==> run_1/floorplan.png <==
Pins as bars on the die edge.
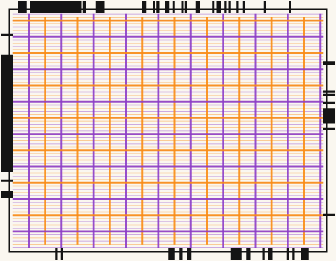
==> run_1/class_map.png <==
Scale bar: 100 um.
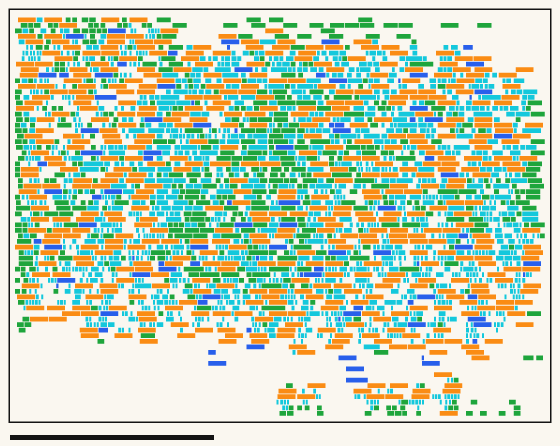
==> run_1/clock_wires.png <==
Scale bar: 100 um.
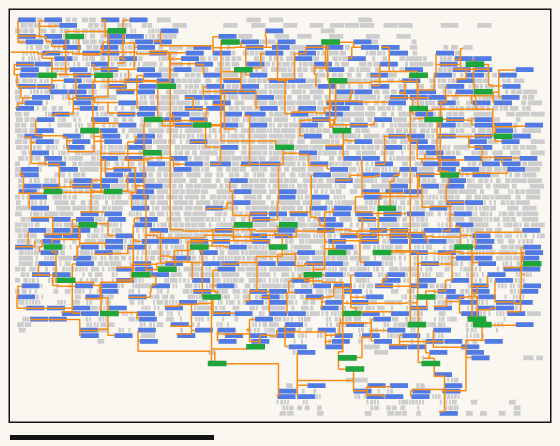
**src/rtl/vocos_pkg.sv**
```systemverilog
`default_nettype none
// ============================================================================
// vocos_pkg : shared types and defaults for the vocoder filter path
// Rev 1.0
// ============================================================================
package vocos_pkg;

    localparam int DEFAULT_NUM_BANDS = 8;
    localparam int DEFAULT_SAMPLE_W  = 24;

    typedef logic signed [DEFAULT_SAMPLE_W-1:0]        sample_t;
    typedef logic [$clog2(DEFAULT_NUM_BANDS)-1:0]      band_idx_t;

    typedef enum logic [1:0] {
        IDLE  = 2'd0,
        ISSUE = 2'd1,
        WAIT  = 2'd2,
        DONE  = 2'd3
    } bq_seq_state_t;

endpackage
`default_nettype wire

```
**src/rtl/biquad_history.sv**
```systemverilog
`default_nettype none
// ============================================================================
// biquad_history : per-band y[n-1]/y[n-2] register file, shift-on-write
// Rev 1.0
// ============================================================================
module biquad_history
    import vocos_pkg::*;
#(
    parameter int NUM_BANDS = DEFAULT_NUM_BANDS,
    parameter int SAMPLE_W  = DEFAULT_SAMPLE_W
) (
    input  logic                         clk,
    input  logic                         rst_n,
    input  logic                         i_clear,
    input  logic                         i_wr_en,
    input  logic [$clog2(NUM_BANDS)-1:0] i_wr_band,
    input  logic [SAMPLE_W-1:0]          i_wr_y,
    input  logic [$clog2(NUM_BANDS)-1:0] i_rd_band,
    output logic [SAMPLE_W-1:0]          o_rd_y1,
    output logic [SAMPLE_W-1:0]          o_rd_y2
);

    logic [SAMPLE_W-1:0] r_y1 [NUM_BANDS];
    logic [SAMPLE_W-1:0] r_y2 [NUM_BANDS];

    always_ff @(posedge clk or negedge rst_n) begin
        if (!rst_n) begin
            for (int i = 0; i < NUM_BANDS; i++) begin
                r_y1[i] <= '0;
                r_y2[i] <= '0;
            end
        end else if (i_clear) begin
            for (int i = 0; i < NUM_BANDS; i++) begin
                r_y1[i] <= '0;
                r_y2[i] <= '0;
            end
        end else if (i_wr_en) begin
            r_y2[i_wr_band] <= r_y1[i_wr_band];
            r_y1[i_wr_band] <= i_wr_y;
        end
    end

    assign o_rd_y1 = r_y1[i_rd_band];
    assign o_rd_y2 = r_y2[i_rd_band];

endmodule
`default_nettype wire

```
**src/rtl/biquad_sequencer.sv**
```systemverilog
`default_nettype none
// ============================================================================
// biquad_sequencer : issues one biquad operation per band per input sample
// Rev 1.0
// ============================================================================
module biquad_sequencer
    import vocos_pkg::*;
#(
    parameter int NUM_BANDS = DEFAULT_NUM_BANDS,
    parameter int SAMPLE_W  = DEFAULT_SAMPLE_W
) (
    input  logic                         clk_in,
    input  logic                         rst_in,
    input  logic                         flush_in,
    input  logic [SAMPLE_W-1:0]          sample_in,
    input  logic                         sample_valid_in,
    output logic                         sample_ready_out,
    output logic                         bq_valid_out,
    output logic [$clog2(NUM_BANDS)-1:0] bq_band_out,
    output logic [SAMPLE_W-1:0]          bq_x_n_out,
    output logic [SAMPLE_W-1:0]          bq_x_n1_out,
    output logic [SAMPLE_W-1:0]          bq_x_n2_out,
    output logic [SAMPLE_W-1:0]          bq_y_n1_out,
    output logic [SAMPLE_W-1:0]          bq_y_n2_out,
    input  logic                         bq_valid_in,
    input  logic [SAMPLE_W-1:0]          bq_y_in,
    output logic                         band_valid_out,
    output logic [$clog2(NUM_BANDS)-1:0] band_idx_out,
    output logic [SAMPLE_W-1:0]          band_y_out,
    output logic                         frame_done_out
);

    localparam int BW = $clog2(NUM_BANDS);
    localparam logic [BW-1:0] C_LAST_BAND = BW'(NUM_BANDS - 1);

    bq_seq_state_t       r_state;
    bq_seq_state_t       w_state_next;
    logic [BW-1:0]       r_band;
    logic [SAMPLE_W-1:0] r_x_n;
    logic [SAMPLE_W-1:0] r_x_n1;
    logic [SAMPLE_W-1:0] r_x_n2;
    logic                r_band_valid;
    logic [BW-1:0]       r_band_idx;
    logic [SAMPLE_W-1:0] r_band_y;
    logic                w_accept;
    logic                w_result;
    logic                w_last;

    // Flush overrides both the sample handshake and a returning result.
    assign w_accept = (r_state == IDLE) && sample_valid_in && !flush_in;
    assign w_result = (r_state == WAIT) && bq_valid_in && !flush_in;
    assign w_last   = (r_band == C_LAST_BAND);

    always_ff @(posedge clk_in or negedge rst_in) begin
        if (!rst_in) r_state <= IDLE;
        else         r_state <= w_state_next;
    end

    always_comb begin
        w_state_next = r_state;
        if (flush_in) begin
            w_state_next = IDLE;
        end else begin
            case (r_state)
                IDLE:    if (sample_valid_in) w_state_next = ISSUE;
                ISSUE:   w_state_next = WAIT;
                WAIT:    if (bq_valid_in) w_state_next = w_last ? DONE : ISSUE;
                DONE:    w_state_next = IDLE;
                default: w_state_next = IDLE;
            endcase
        end
    end

    always_comb begin
        sample_ready_out = (r_state == IDLE);
        bq_valid_out     = (r_state == ISSUE);
        frame_done_out   = (r_state == DONE);
    end

    always_ff @(posedge clk_in or negedge rst_in) begin
        if (!rst_in) begin
            r_band       <= '0;
            r_x_n        <= '0;
            r_x_n1       <= '0;
            r_x_n2       <= '0;
            r_band_valid <= 1'b0;
            r_band_idx   <= '0;
            r_band_y     <= '0;
        end else if (flush_in) begin
            r_band       <= '0;
            r_x_n        <= '0;
            r_x_n1       <= '0;
            r_x_n2       <= '0;
            r_band_valid <= 1'b0;
            r_band_idx   <= '0;
            r_band_y     <= '0;
        end else begin
            r_band_valid <= w_result;
            if (w_accept) begin
                r_x_n  <= sample_in;
                r_band <= '0;
            end
            if (w_result) begin
                r_band_idx <= r_band;
                r_band_y   <= bq_y_in;
                if (!w_last) r_band <= r_band + 1'b1;
            end
            // x history is common to every band, so it advances once per frame.
            if (r_state == DONE) begin
                r_x_n2 <= r_x_n1;
                r_x_n1 <= r_x_n;
            end
        end
    end

    biquad_history #(
        .NUM_BANDS (NUM_BANDS),
        .SAMPLE_W  (SAMPLE_W)
    ) u_history (
        .clk       (clk_in),
        .rst_n     (rst_in),
        .i_clear   (flush_in),
        .i_wr_en   (w_result),
        .i_wr_band (r_band),
        .i_wr_y    (bq_y_in),
        .i_rd_band (r_band),
        .o_rd_y1   (bq_y_n1_out),
        .o_rd_y2   (bq_y_n2_out)
    );

    assign bq_band_out    = r_band;
    assign bq_x_n_out     = r_x_n;
    assign bq_x_n1_out    = r_x_n1;
    assign bq_x_n2_out    = r_x_n2;
    assign band_valid_out = r_band_valid;
    assign band_idx_out   = r_band_idx;
    assign band_y_out     = r_band_y;

endmodule
`default_nettype wire
```
**config.mk**
```make
export PLATFORM = sky130hd
export DESIGN_NAME = biquad_sequencer
export DESIGN_NICKNAME = d
export VERILOG_FILES = /design/src/rtl/vocos_pkg.sv /design/src/rtl/biquad_history.sv /design/src/rtl/biquad_sequencer.sv
export SDC_FILE = /design/constraint.sdc
export NUM_CORES = 1
export LEC_CHECK = 0
export CAP_MARGIN = 0
export CELL_PAD_IN_SITES_DETAIL_PLACEMENT = 0
export CELL_PAD_IN_SITES_GLOBAL_PLACEMENT = 1
export CORE_AREA = 2 2 263 200
export CTS_CLUSTER_DIAMETER = 120
export DETAILED_ROUTE_END_ITERATION = 8
export DIE_AREA = 0 0 265 202
export PLACE_DENSITY = 0.89
export SLEW_MARGIN = 20
export SYNTH_ARGS = -nofsm -noshare
export SYNTH_HDL_FRONTEND = slang
export SYNTH_SLANG_ARGS = --single-unit
```
**constraint.sdc**
```tcl
create_clock -name clk_in -period 2 [get_ports clk_in]
set_input_delay 0.4 -clock clk_in [delete_from_list [all_inputs] [get_ports clk_in]]
set_output_delay 0.4 -clock clk_in [all_outputs]
set_load 0.1 [all_outputs]
```
==> results.cfg <==
; generated from flow reports
[status]
outcome = finished with violations
violations = setup timing

[setup_path]
cp_cell_sequence = buf_12 -> buf_12 -> mux2_4 -> o211ai_1 -> o21ai_4 -> buf_12
crit_path_end = bq_y_n1_out[15]
critPathMaxFanout = 7
reg2reg_from = bq_band_out[1]
startpoint = bq_band_out[1]
cpMostUsedCell = buf_12
critPathLaunchType = flip-flop

[finish]
seq_area_share_pct = 37.5
mostFrequentLayoutCells = nand2_1 (616), dfrtp_1 (484), buf_4 (294), a21oi_1 (290), buf_12 (119)
flop-count = 489
final_area_mm2 = 0.0326
nFillCells = 3664
buffers = 561
buffer_area_share_pct = 20.7
inverters = 5
reg_top3 = u_history.r_y1 x192, u_history.r_y2 x192
syn2layout_area_growth_pct = 43.7
antenna_cells = 1
largest_class = flip-flops and latches
final-seq-area_mm2 = 0.0123

[drt]
drtPass1Iterations = 6
final_antenna_net_count = 0
wl_per_cell_um = 25.6
wl_met3_um = 9170
vias_per_cell = 6.18
wl_met1_um = 34000

[place]
placed_area_mm2 = 0.0280
dpl.hpwl_um = 50000
port_buffers = 206
post-place-ws_ps = -363

[grt]
grt-ovfl-total = 0
gr-usage-met2_pct = 48.2
grt-busiest-layer = met2
antenna_found_initial = 0
grt_use_met3_pct = 6.14
grt_pass1_wl_um = 127000
grt_max_degree = 93

[flow_run]
tool_warnings = 29
drv_cap = 0

[cts]
clk_pin_slew_ps = 70
clockBufferDepth = 3
cts-root-buf = clkbuf_16
numCtsBuffers = 51
cts_setup_buffers = 48

[yosys]
syn_avg_cell_area_um2 = 9.73
synth_nets = 2391
async_reset_ff_share_pct = 100
synth_cells = 2336
netlist_area_mm2 = 0.0227
yosysWarnings = 0

[power_and_ir_drop]
internal_power_mw = 16.6
pwr-share-clk_pct = 45.0
p_seq_share_pct = 44.5
netSwitchingPower_mw = 5.92
p_seq_mw = 10.0
power_frac_comb_pct = 10.6
swShare_pct = 26.3
p_clk_mw = 10.1
maxPowerGroup = clock

[timing]
setup_viol = 439
layout_setup_ws_ps = -871
fin_tns_setup_ps = -84190
worst_slew_pin_slew_ps = 614
fin_crit_ps = 2870
hold_violations = 0

[hold_path]
hold_start = flush_in
hp-class = in2reg
hold_depth = 2

[die]
die_x_um = 265
fp_util_pct = 44.6
die-height_um = 202
ios = 207
rows = 72
tap_cells = 666
## Picture notes: floorplan.png
color	net
purple	VSS
orange	VDD
rows	72
met1 rails	73

## Picture notes: class_map.png
color	class	cells	share of their area
cyan	remaining logic cells	1629	35%
orange	registers	489	39%
green	remaining buffers and delay cells	561	21%
blue	clock drivers and dummy loads	94	5.5%

## Picture notes: clock_wires.png
[orange] clock wires | length: 6500 um
[green] clock-net drivers | count: 51
[blue] flip-flops | count: 489
routed clock nets	52
flops lie	all over the die

-- run 1: kinds of logic after synthesis --
family | after synthesis | synth area share (%)
AND-OR/OR-AND | 613 | 15.5
adder cells (fa/ha/maj) | 2 | 0.110
buffers and inverters | 225 | 5.41
AND/OR/NAND/NOR | 851 | 16.7
multiplexers | 156 | 8.37
flip-flops | 489 | 53.9
-- run 1: cells in the mapped netlist (all sizes together) (21+ instances only) --
cell / instances
nand2: 687
mux4: 21
dfrtp: 489
buf: 150
clkbuf: 70
o2bb2ai: 49
mux2: 62
mux2i: 73
nand3b: 110
a21oi: 316
o21ai: 160
a22o: 25
-- run 1: critical path: cells and delay by family, from the launching register on --
family / cells / cell delay (ps)
flip-flops: 1 / 520
buffers and inverters: 3 / 520
AND-OR/OR-AND: 2 / 480
multiplexers: 1 / 320
Power and IR drop assume default switching activity.
